## src/rtl/flex_sample_cnt_pkg.sv

```systemverilog
// Shared types for the flexible sample-window counter.
// Optional interrupt logic elsewhere is enabled by FLEX_SAMPLE_CNT_IRQ_EN.
package flex_sample_cnt_pkg;

  typedef enum logic [1:0] {
    IDLE = 2'd0,
    RUN  = 2'd1,
    DONE = 2'd2
  } fsc_state_t;

endpackage

```

## src/rtl/flex_sample_counter_if.sv

```systemverilog
// Control/status bundle between the sample-strobe source and flex_sample_counter.
// irq/irq_ack exist only when FLEX_SAMPLE_CNT_IRQ_EN is defined.
interface flex_sample_counter_if #(
  parameter int NUM_CNT_BITS = 10,
  parameter int NUM_WIN_BITS = 8
);

  logic                    clear;
  logic                    start;
  logic                    mode_cont;
  logic [NUM_CNT_BITS-1:0] rollover_val;
  logic                    cnt_up;
  logic [NUM_CNT_BITS-1:0] count_out;
  logic                    window_done;
  logic [NUM_WIN_BITS-1:0] window_cnt;
  logic                    busy;
  logic                    cfg_err;
`ifdef FLEX_SAMPLE_CNT_IRQ_EN
  logic                    irq_ack;
  logic                    irq;
`endif

`ifdef FLEX_SAMPLE_CNT_IRQ_EN
  modport master (
    output clear, start, mode_cont, rollover_val, cnt_up, irq_ack,
    input  count_out, window_done, window_cnt, busy, cfg_err, irq
  );
  modport slave (
    input  clear, start, mode_cont, rollover_val, cnt_up, irq_ack,
    output count_out, window_done, window_cnt, busy, cfg_err, irq
  );
`else
  modport master (
    output clear, start, mode_cont, rollover_val, cnt_up,
    input  count_out, window_done, window_cnt, busy, cfg_err
  );
  modport slave (
    input  clear, start, mode_cont, rollover_val, cnt_up,
    output count_out, window_done, window_cnt, busy, cfg_err
  );
`endif

endinterface

```

## src/rtl/flex_counter.sv

```systemverilog
// Generic up-counter with sync clear and programmable rollover (R wraps to 1).
// rollover_flag is registered and coincides with count_out == rollover_val.
module flex_counter #(
  parameter int NUM_CNT_BITS = 10
) (
  input  logic                    clk,
  input  logic                    rst,
  input  logic                    clear,
  input  logic                    count_enable,
  input  logic [NUM_CNT_BITS-1:0] rollover_val,
  output logic [NUM_CNT_BITS-1:0] count_out,
  output logic                    rollover_flag,
  output logic                    rollover_next
);

  logic [NUM_CNT_BITS-1:0] next_count;

  // A full window restarts at 1, so the count never passes through 0 while wrapping.
  assign next_count    = (count_out == rollover_val) ? NUM_CNT_BITS'(1)
                                                     : count_out + NUM_CNT_BITS'(1);
  assign rollover_next = (next_count == rollover_val);

  // NOTE: sequential state uses non-blocking assignments so every register
  // samples pre-edge values regardless of block evaluation order.
  always_ff @(posedge clk or posedge rst) begin
    if (rst) begin
      count_out     <= '0;
      rollover_flag <= 1'b0;
    end else if (clear) begin
      count_out     <= '0;
      rollover_flag <= 1'b0;
    end else if (count_enable) begin
      count_out     <= next_count;
      rollover_flag <= rollover_next;
    end else begin
      rollover_flag <= 1'b0;
    end
  end

endmodule

```

## src/rtl/flex_sample_counter.sv

```systemverilog
// Sample-window counter: run-time window length, one-shot/continuous modes,
// saturating window count. FLEX_SAMPLE_CNT_IRQ_EN adds a sticky irq with ack.
module flex_sample_counter
  import flex_sample_cnt_pkg::*;
#(
  parameter int NUM_CNT_BITS = 10,
  parameter int NUM_WIN_BITS = 8
) (
  input logic                  clk,
  input logic                  rst,
  flex_sample_counter_if.slave bus
);

  fsc_state_t              state;
  logic [NUM_CNT_BITS-1:0] shadow_r;
  logic                    shadow_mode;
  logic [NUM_WIN_BITS-1:0] window_cnt;
  logic                    cfg_err;
  logic [NUM_CNT_BITS-1:0] count;
  logic                    window_done;
  logic                    rollover_next;
  logic                    start_ok;
  logic                    start_bad;
  logic                    cnt_clear;
  logic                    cnt_en;
  logic                    boundary;

  // A zero-length window is rejected outright and leaves the block untouched.
  assign start_ok  = bus.start && (bus.rollover_val != '0);
  assign start_bad = bus.start && (bus.rollover_val == '0);
  assign cnt_clear = bus.clear || start_ok;
  // A strobe coinciding with clear or an accepted start is dropped.
  assign cnt_en    = (state == RUN) && bus.cnt_up && !cnt_clear;
  assign boundary  = cnt_en && rollover_next;

  flex_counter #(
    .NUM_CNT_BITS (NUM_CNT_BITS)
  ) u_sample_cnt (
    .clk           (clk),
    .rst           (rst),
    .clear         (cnt_clear),
    .count_enable  (cnt_en),
    .rollover_val  (shadow_r),
    .count_out     (count),
    .rollover_flag (window_done),
    .rollover_next (rollover_next)
  );

  always_ff @(posedge clk or posedge rst) begin
    if (rst) begin
      state <= IDLE;
    end else if (bus.clear) begin
      state <= IDLE;
    end else if (start_ok) begin
      state <= RUN;
    end else if (boundary && !shadow_mode) begin
      state <= DONE;
    end
  end

  always_ff @(posedge clk or posedge rst) begin
    if (rst) begin
      shadow_r    <= '0;
      shadow_mode <= 1'b0;
    end else if (start_ok && !bus.clear) begin
      shadow_r    <= bus.rollover_val;
      shadow_mode <= bus.mode_cont;
    end
  end

  // Window count survives restarts; only clear or reset zero it.
  always_ff @(posedge clk or posedge rst) begin
    if (rst) begin
      window_cnt <= '0;
    end else if (bus.clear) begin
      window_cnt <= '0;
    end else if (boundary && (window_cnt != '1)) begin
      window_cnt <= window_cnt + NUM_WIN_BITS'(1);
    end
  end

  always_ff @(posedge clk or posedge rst) begin
    if (rst) begin
      cfg_err <= 1'b0;
    end else begin
      cfg_err <= start_bad && !bus.clear;
    end
  end

`ifdef FLEX_SAMPLE_CNT_IRQ_EN
  logic irq;

  // irq rises with window_done; a same-cycle ack loses to the new event.
  always_ff @(posedge clk or posedge rst) begin
    if (rst) begin
      irq <= 1'b0;
    end else if (bus.clear) begin
      irq <= 1'b0;
    end else if (boundary) begin
      irq <= 1'b1;
    end else if (bus.irq_ack) begin
      irq <= 1'b0;
    end
  end

  assign bus.irq = irq;
`endif

  assign bus.count_out   = count;
  assign bus.window_done = window_done;
  assign bus.window_cnt  = window_cnt;
  assign bus.busy        = (state == RUN);
  assign bus.cfg_err     = cfg_err;

endmodule

```

## src/flat_wrapper.sv

```systemverilog
// flat-port wrapper written by rule: the top's interface ports become plain ports
module flex_sample_counter_flat import flex_sample_cnt_pkg::*;
#(
  parameter int NUM_CNT_BITS = 10,
  parameter int NUM_WIN_BITS = 8
)
  (clk, rst, bus_clear, bus_start, bus_mode_cont, bus_rollover_val, bus_cnt_up, bus_count_out, bus_window_done, bus_window_cnt, bus_busy, bus_cfg_err);
  flex_sample_counter_if #(.NUM_CNT_BITS(NUM_CNT_BITS), .NUM_WIN_BITS(NUM_WIN_BITS)) bus_i ();
  input logic clk;
  input logic rst;
  input wire logic [$bits(bus_i.clear)-1:0] bus_clear;
  input wire logic [$bits(bus_i.start)-1:0] bus_start;
  input wire logic [$bits(bus_i.mode_cont)-1:0] bus_mode_cont;
  input wire logic [$bits(bus_i.rollover_val)-1:0] bus_rollover_val;
  input wire logic [$bits(bus_i.cnt_up)-1:0] bus_cnt_up;
  output wire logic [$bits(bus_i.count_out)-1:0] bus_count_out;
  output wire logic [$bits(bus_i.window_done)-1:0] bus_window_done;
  output wire logic [$bits(bus_i.window_cnt)-1:0] bus_window_cnt;
  output wire logic [$bits(bus_i.busy)-1:0] bus_busy;
  output wire logic [$bits(bus_i.cfg_err)-1:0] bus_cfg_err;
  assign bus_i.clear = bus_clear;
  assign bus_i.start = bus_start;
  assign bus_i.mode_cont = bus_mode_cont;
  assign bus_i.rollover_val = bus_rollover_val;
  assign bus_i.cnt_up = bus_cnt_up;
  assign bus_count_out = bus_i.count_out;
  assign bus_window_done = bus_i.window_done;
  assign bus_window_cnt = bus_i.window_cnt;
  assign bus_busy = bus_i.busy;
  assign bus_cfg_err = bus_i.cfg_err;
  flex_sample_counter #(.NUM_CNT_BITS(NUM_CNT_BITS), .NUM_WIN_BITS(NUM_WIN_BITS)) u_core (.clk(clk), .rst(rst), .bus(bus_i));
endmodule
```

## config.mk

```make
export PLATFORM = sky130hd
export DESIGN_NAME = flex_sample_counter_flat
export DESIGN_NICKNAME = d
export VERILOG_FILES = /design/src/rtl/flex_sample_cnt_pkg.sv /design/src/rtl/flex_sample_counter_if.sv /design/src/rtl/flex_counter.sv /design/src/rtl/flex_sample_counter.sv /design/src/flat_wrapper.sv
export SDC_FILE = /design/constraint.sdc
export NUM_CORES = 1
export LEC_CHECK = 0
export CORE_UTILIZATION = 48
export CTS_CLUSTER_DIAMETER = 100
export CTS_CLUSTER_SIZE = 12
export DETAILED_ROUTE_END_ITERATION = 10
export PLACE_DENSITY = 0.85
export SKIP_CTS_REPAIR_TIMING = 1
export SYNTH_ARGS = -nofsm -noshare
export SYNTH_HDL_FRONTEND = slang
export SYNTH_HIERARCHICAL = 1
export SYNTH_SLANG_ARGS = --single-unit
```

## constraint.sdc

```tcl
create_clock -name clk -period 3.4 [get_ports clk]
set_clock_uncertainty 0.2 [all_clocks]
set_input_delay 1.02 -clock clk [delete_from_list [all_inputs] [get_ports clk]]
set_output_delay 1.02 -clock clk [all_outputs]
set_load 0.03 [all_outputs]
```

==> notes.md, run 1 <==
run metrics: status finished, violations left, failing checks setup timing, largest net degree at the start of global routing 23, critical path type reg -> reg, Power Dens Cells 302.6 mW/mm², startpoint type of the worst setup path flip-flop, synthesis area per yosys 0.002126 mm², number of logged tool warnings 27, final setup violation count 7, layout cells sized above 1 0.3677, fin nets 327, P_sw 0.0002750 W, Comb pwr share 0.202, Worst Path Required 3.43 ns, LEAKAGE 1.274 nW, yosys warns 6, initial antenna violation count 0, Clock Power Share 0.352, floorplan net count 239, Antenna Nets Post-Route 0, Top power group registers, RSZ-0062 raised after global routing yes, # DRC 0, final instance area 0.003196 mm², Max clock buf depth 2, top_reg_cell synth dfrtp_1, GRT overflow 0, PnR worst setup slack -0.1011 ns, vias in the first global route 2,018, pre-CTS WS -0.1366 ns, # Cells Yosys 221, floorplan utilization 0.5166, syn_area_per_cell 9.619 µm², num rows 23, Post-Layout Cell Count 360, Clock Root Buffer clkbuf_8, clk slew on worst S/H paths 0.07 ns, Mapped Cells 221, CTS sink cnt 33, setup TNS -0.3555 ns, Post-DP Area 0.002784 mm², most frequent logic cell in the layout buf_4, HP Class reg -> reg, CTS tree built, core area 0.004115 mm², ys async rst share 1.000, Initial DRT Pass Iterations 5, Post-synth EDFFs 0, final period utilization 1.030, Post-Place Cells 336, Critical Path AT 3.53 ns, sequential fraction of design power 0.446, Synth cell types 55, f_max 0.2856 GHz, Top cells excl fill/tap 50 x buf_4, 36 x clkdlybuf4s50_1, 26 x dfrtp_1, Logic power comb 0.000196 W, Port Buffers 36, VDD IR max 0.2331 mV, Top-Level Pins 37, die area 0.004699 mm², #FFs+latches synth 33, Final Core Density 0.7765, final max-slew violation count 0, Pint 0.0006919 W, Area Growth Syn to Fin 50.32%, crit path time final 3.501 ns, dpl hpwl 4382 µm, Hold WS 0.3270 ns, Power, Total 0.0009669 W, DRT iter0 DRCs 383, maximum fanout along the worst path 7, Sw Share 0.2844, worst slew pin tran 0.8331 ns, MaxCap Viol Count 0, ant diodes 0, htree depth 2, Seq share, synth 0.3885, Post-Syn Area 0.002126 mm², routability cong. 0.9713, first-pass GRT wire length 9694 µm, Die Ht 68.55 µm, routed wire length 7147 µm, WL/cell 19.85 µm, gr usage total 0.2884, max_slew headroom 0.4440, vias 2,302, crit end category flip-flop, die width 68.55 µm, Vias/cell 6.394, P_seq 0.000431 W, count of final hold-check violations 0
[run 1: metal layers]
| metal | GRT usage | up-vias | wire length (µm) |
|---|---|---|---|
| met5 | 0 | - | 0 |
| met1 | 0.3737 | 1092 | 2817 |
| met3 | 0.07401 | 43 | 570 |
| li1 | - | 1006 | - |
| met2 | 0.4534 | 161 | 3427 |
| met4 | 0.1224 | 0 | 333 |
[run 1: sequential cells by signal (all words and copies together) (netlist names)]
register                           cells
u_core/shadow_r                       10
u_core/u_sample_cnt/count_out         10
u_core/bus.window_cnt                  8
u_core/state                           2
u_core/bus.cfg_err                     1
u_core/shadow_mode                     1
u_core/u_sample_cnt/rollover_flag      1
[run 1: cells in the mapped netlist, types with 3 or more instances]
| cell | instances | share of area |
|---|---|---|
| a211oi_1 | 5 | 0.018 |
| a21oi_1 | 17 | 0.040 |
| a22oi_1 | 4 | 0.014 |
| buf_2 | 6 | 0.014 |
| dfrtp_1 | 33 | 0.39 |
| inv_1 | 8 | 0.014 |
| mux2_2 | 9 | 0.048 |
| nand2_1 | 9 | 0.016 |
| nand3_1 | 11 | 0.026 |
| nand3b_1 | 3 | 0.011 |
| nand4_1 | 4 | 0.012 |
| nor2_1 | 18 | 0.032 |
| nor3_1 | 6 | 0.014 |
| nor4_4 | 3 | 0.030 |
| o21ai_0 | 9 | 0.021 |
| o31ai_1 | 6 | 0.021 |
| or3_1 | 4 | 0.012 |
| or4_1 | 6 | 0.021 |
| xnor2_1 | 8 | 0.033 |
| xor2_1 | 9 | 0.037 |
[run 1: area by class of cell]
class	count	area, µm²
multi-input combinational	170	1383
clock inverter	1	5.005
clock buffer	7	96.34
timing repair buffer	90	780.7
sequential	33	834.6
tap	50	62.56
fill	256	919.6
inverter	9	33.78
[run 1: kinds of logic (layout without fill, tap and decap cells)]
group                    Yosys count  in the layout  share of synthesized area
multiplexers                       9              9                    0.04768
buffers and inverters             18            107                    0.04237
AND-OR/OR-AND                     57             57                     0.1795
adder cells (fa/ha/maj)            2              2                    0.01177
AND/OR/NAND/NOR                   84             84                     0.2496
flip-flops                        33             33                     0.3885
XOR/XNOR                          18             18                    0.08064
[run 1: worst max-delay path, stage by stage, from the launching register on]
cell and delay [ns]:
dfrtp_2 0.46, nand3_4 0.11, nor4_4 0.35, xnor2_1 0.16, or4b_1 0.57, o211a_1 0.28
nor3_2 0.10, nand4b_1 0.18, a41o_4 0.32, buf_6 0.14, or4_4 0.43, a21oi_2 0.13
[run 1: worst paths after layout]
kind | from | end | slack, ns | cells past startpoint
min in group asynchronous | rst | u_core/u_sample_cnt/count_out[8] | 0.86 | 2
worst max-delay path | u_core/u_sample_cnt/count_out[4] | u_core/bus.window_cnt[2] | -0.10 | 11
worst min register to register | u_core/state[1] | u_core/state[1] | 0.33 | 2
worst min-delay path | u_core/state[1] | u_core/state[1] | 0.33 | 2
max in group asynchronous | rst | u_core/bus.window_cnt[5] | 1.47 | 2
worst max register to register | u_core/u_sample_cnt/count_out[4] | u_core/bus.window_cnt[2] | -0.10 | 11
Figure 1. The clock network (run 1).
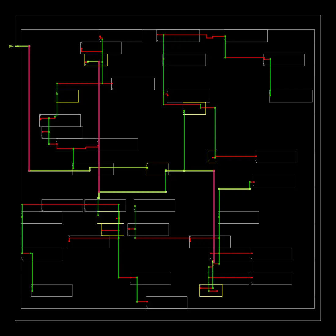
worst skew pair latency: 0.30 ns
CTS buffer count: 5
flip-flops: 33
P_clk: 0.000340 W
# clk buffers: 7

Figure 2. Cells coloured by class (run 1).
Fill, decap, tap and diode cells in grey.
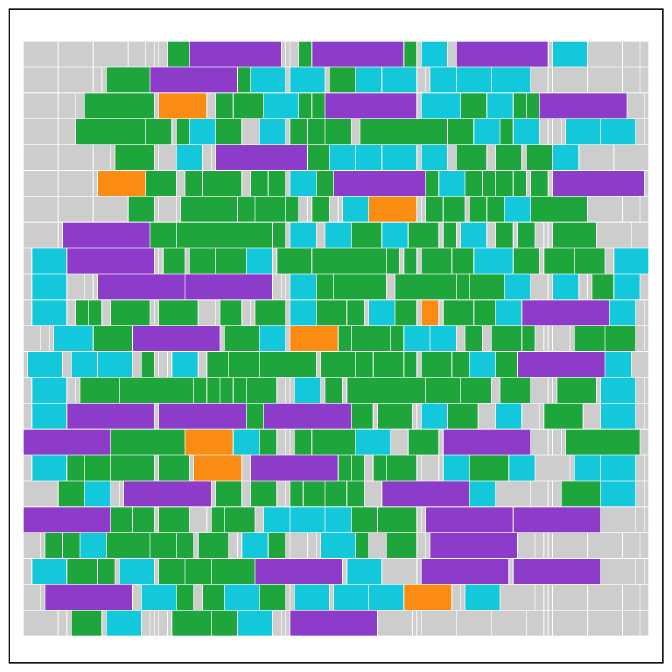
Key: purple = flip-flops [cells 33, share of their area 27%]; cyan = other buffers and delay cells [cells 90, share of their area 25%]; orange = clock drivers and dummy loads [cells 8, share of their area 3.2%]; green = all other logic [cells 179, share of their area 45%]

Figure 3. Signal wires on met1 (run 1).
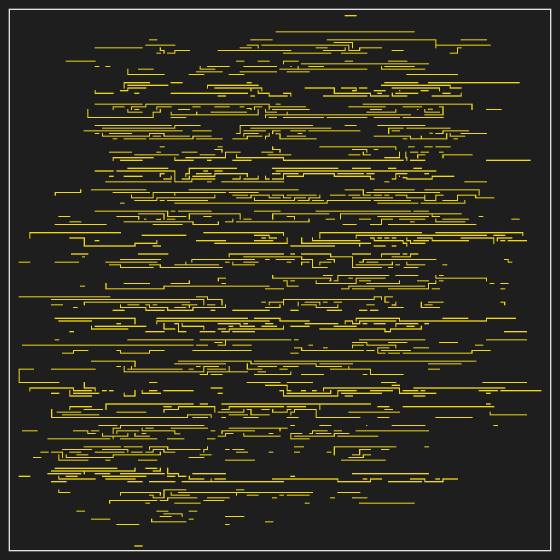
The wires run mostly horizontal. The layer carries 2,820 µm of wire. The longest straight run is 28.1 µm. The layer holds 39% of the routed length. 303 nets have wire on it.

==> run 1 -> run 2 <==
==> constraint.sdc (replaced) <==
create_clock -name clk -period 3.4 [get_ports clk]
set_clock_uncertainty 0.2 [all_clocks]
set_input_delay 1.02 -clock clk [delete_from_list [all_inputs] [get_ports clk]]
set_output_delay 1.02 -clock clk [all_outputs]
set_load 0.005 [all_outputs]
Figure 4. The clock network (run 2).
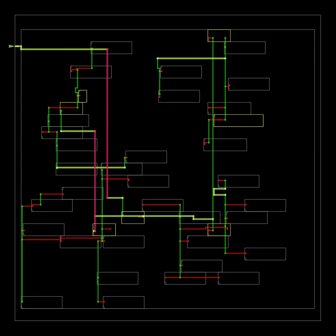
CTS sink cnt: 33
worst skew pair latency: 0.29 ns

==> run 2 against run 1 <==
  * The run still ends with setup timing left
  * Register-to-register slack better by 0.05 ns
  * Cell count is 2.8% lower
  * Routed wire length is 8.2% lower
  * Non-clock buffer count is 10 lower
  * Synthesized cell count stayed put
  * Via count is 3.8% lower
  * Sequential power hardly changed
  * Total power is 0.55% lower
  * Sequential cell count stayed put
  * Global-route usage is 0.085 points lower
  * Largest power group unchanged
  * Highest routed layer unchanged
==> notes.md, run 2 <==
run metrics: f_max 0.2897 GHz (+1.4%), gr usage total 0.2875 (-0.0008452), synth cell count leaders 33 x dfrtp_1, 18 x nor2_1, 17 x a21oi_1, 11 x nand3_1, yosys warns 6 (unchanged), PnR worst setup slack -0.05151 ns (+0.04955 ns), Port Buffers 36 (unchanged), Antenna Nets Post-Route 0 (unchanged), startpoint type of the worst setup path flip-flop, Power Dens Cells 318.9 mW/mm² (+5.4%), MaxCap Viol Count 0 (unchanged), Clock Power Share 0.374 (+0.022), critical path type reg -> reg, Top cells excl fill/tap 44 x buf_4, 36 x clkdlybuf4s50_1, 31 x dfrtp_1, crit path time final 3.452 ns (-0.04955 ns), Area Growth Syn to Fin 41.85%, vias in the first global route 1,989 (-1.4%), Comb pwr share 0.174 (-0.028), floorplan utilization 0.5166 (unchanged), Min-Delay Startpoint u_core/state[1], worst path bufs/invs 1 (unchanged), num rows 23 (unchanged), setup TNS -0.1777 ns (+0.1779 ns), final setup violation count 5 (-2), Pint 0.0007091 W (+2.5%), most frequent cell after synthesis dfrtp_1, final period utilization 1.015 (-0.01457), GRT overflow 0 (unchanged), LEAKAGE 1.206 nW (-5.4%), Post-Syn Area 0.002126 mm² (unchanged), synthesis area per yosys 0.002126 mm² (unchanged), top_reg_cell synth dfrtp_1, dpl hpwl 4426 µm (+1.0%), number of logged tool warnings 27 (unchanged), Worst Setup SP u_core/u_sample_cnt/count_out[0], worst slew pin tran 0.8704 ns (+0.03728 ns), clk slew on worst S/H paths 0.07 ns (about the same), HP Class reg -> reg, max_slew headroom 0.4191 (-0.02488), Crit path max-delay family simple AND/OR/NAND/NOR gates, Initial DRT Pass Iterations 5 (unchanged), Mapped Cells 221 (unchanged), first-pass GRT wire length 9494 µm (-2.1%), final instance area 0.003015 mm² (-5.6%), count of final hold-check violations 0 (unchanged), R2R Setup Slk -0.05 ns (+0.05 ns), Vias/cell 6.326 (-1.1%), vias 2,214 (-3.8%), Post-DP Area 0.002808 mm² (+0.85%), CTS buffer count 5 (unchanged), failing checks setup timing, VDD IR max 0.3177 mV (+36%), Worst Path Required 3.42 ns (about the same), status finished, violations left, Top Registers u_core/shadow_r (10), u_core/u_sample_cnt/count_out (10), u_core/bus.window_cnt (8), WL/cell 18.74 µm (-5.6%), DRT iter0 DRCs 233 (-39%), final max-slew violation count 0 (unchanged), largest cells by area after synthesis dfrtp_1 39%, mux2_2 4.8%, a21oi_1 4.0%, initial antenna violation count 0 (unchanged), Top-Level Pins 37 (unchanged)
Figure 5. Routed metal per tile (run 2).
Scale bar: 20 µm. 14 x 14 tiles, from dark blue (low) to red (high), scaled to the fullest tile. Values are wire area over tile area, all layers added.
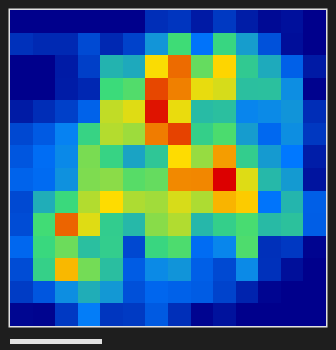
The densest ninth of the die: centre. 26% of the tiles are over half the peak. The fullest tile reaches 0.71.

## run 2: cell counts after synthesis
Identical to the previous run, type by type.
## run 2: how the worst max path moves through the flow
| stage | endpoint |
|---|---|
| floorplan | u_core/bus.window_cnt[3] |
| global placement | u_core/u_sample_cnt/count_out[2] |
| detailed placement | u_core/u_sample_cnt/count_out[2] |
| CTS | u_core/bus.window_cnt[7] |
| global route | u_core/bus.window_cnt[4] |
| finish | u_core/bus.window_cnt[4] |
## run 2: stage by stage
| step | worst slack [ns] | std cells |
|---|---|---|
| 2_1_floorplan | 0.09936 | 221 |
| 3_3_place_gp | -0.01809 | 340 |
| 6_report | -0.05151 | 350 |
| 5_1_grt | -0.1942 | 350 |
| 4_1_cts | -0.07905 | 347 |
| 3_5_place_dp | -0.07687 | 340 |
## run 2: power by group through the flow
| stage | Combinational, W | Clock [W] | Sequential (W) |
|---|---|---|---|
| after CTS | 0.000154 | 0.000366 | 0.000433 |
| after floorplan | 0.0000780 | 0 | 0.000439 |
| after global routing | 0.000179 | 0.000382 | 0.000436 |
| after global placement | 0.000148 | 0 | 0.000439 |
| after detailed placement | 0.000153 | 0 | 0.000440 |
| final | 0.000167 | 0.000360 | 0.000434 |
## run 2: tightest hold or removal path, cell delays in order (launching register included)
cell and delay (ns):
dfrtp_1 0.36, nor2_1 0.06, nor2_1 0.10
## run 2: kinds of logic (layout without fill, tap and decap cells)
kind of cell	after synthesis	after routing	synth area share
AND/OR/NAND/NOR	84	84	0.2496
AND-OR/OR-AND	57	58	0.1795
flip-flops	33	33	0.3885
XOR/XNOR	18	18	0.08064
buffers and inverters	18	96	0.04237
multiplexers	9	9	0.04768
adder cells (fa/ha/maj)	2	2	0.01177
## run 2: per-layer routing
| metal | track usage | routed length [µm] | vias up |
|---|---|---|---|
| met5 | 0 | 0 | - |
| met4 | 0.1276 | 244 | 0 |
| met3 | 0.06743 | 546 | 33 |
| met2 | 0.4632 | 3189 | 147 |
| met1 | 0.3657 | 2578 | 1046 |
| li1 | - | - | 988 |
## run 2: final cells by class
cell class / instances / area [µm²] / area share
well taps: 50 / 62.56 / 0.02075
repair buffers: 80 / 690.7 / 0.2290
clock buffers: 5 / 68.82 / 0.02282
inverters: 9 / 33.78 / 0.01120
flip-flops and latches: 33 / 828.3 / 0.2747
clock inverters: 2 / 35.03 / 0.01162
multi-input cells: 171 / 1296 / 0.4299
Power and IR drop assume default switching activity.
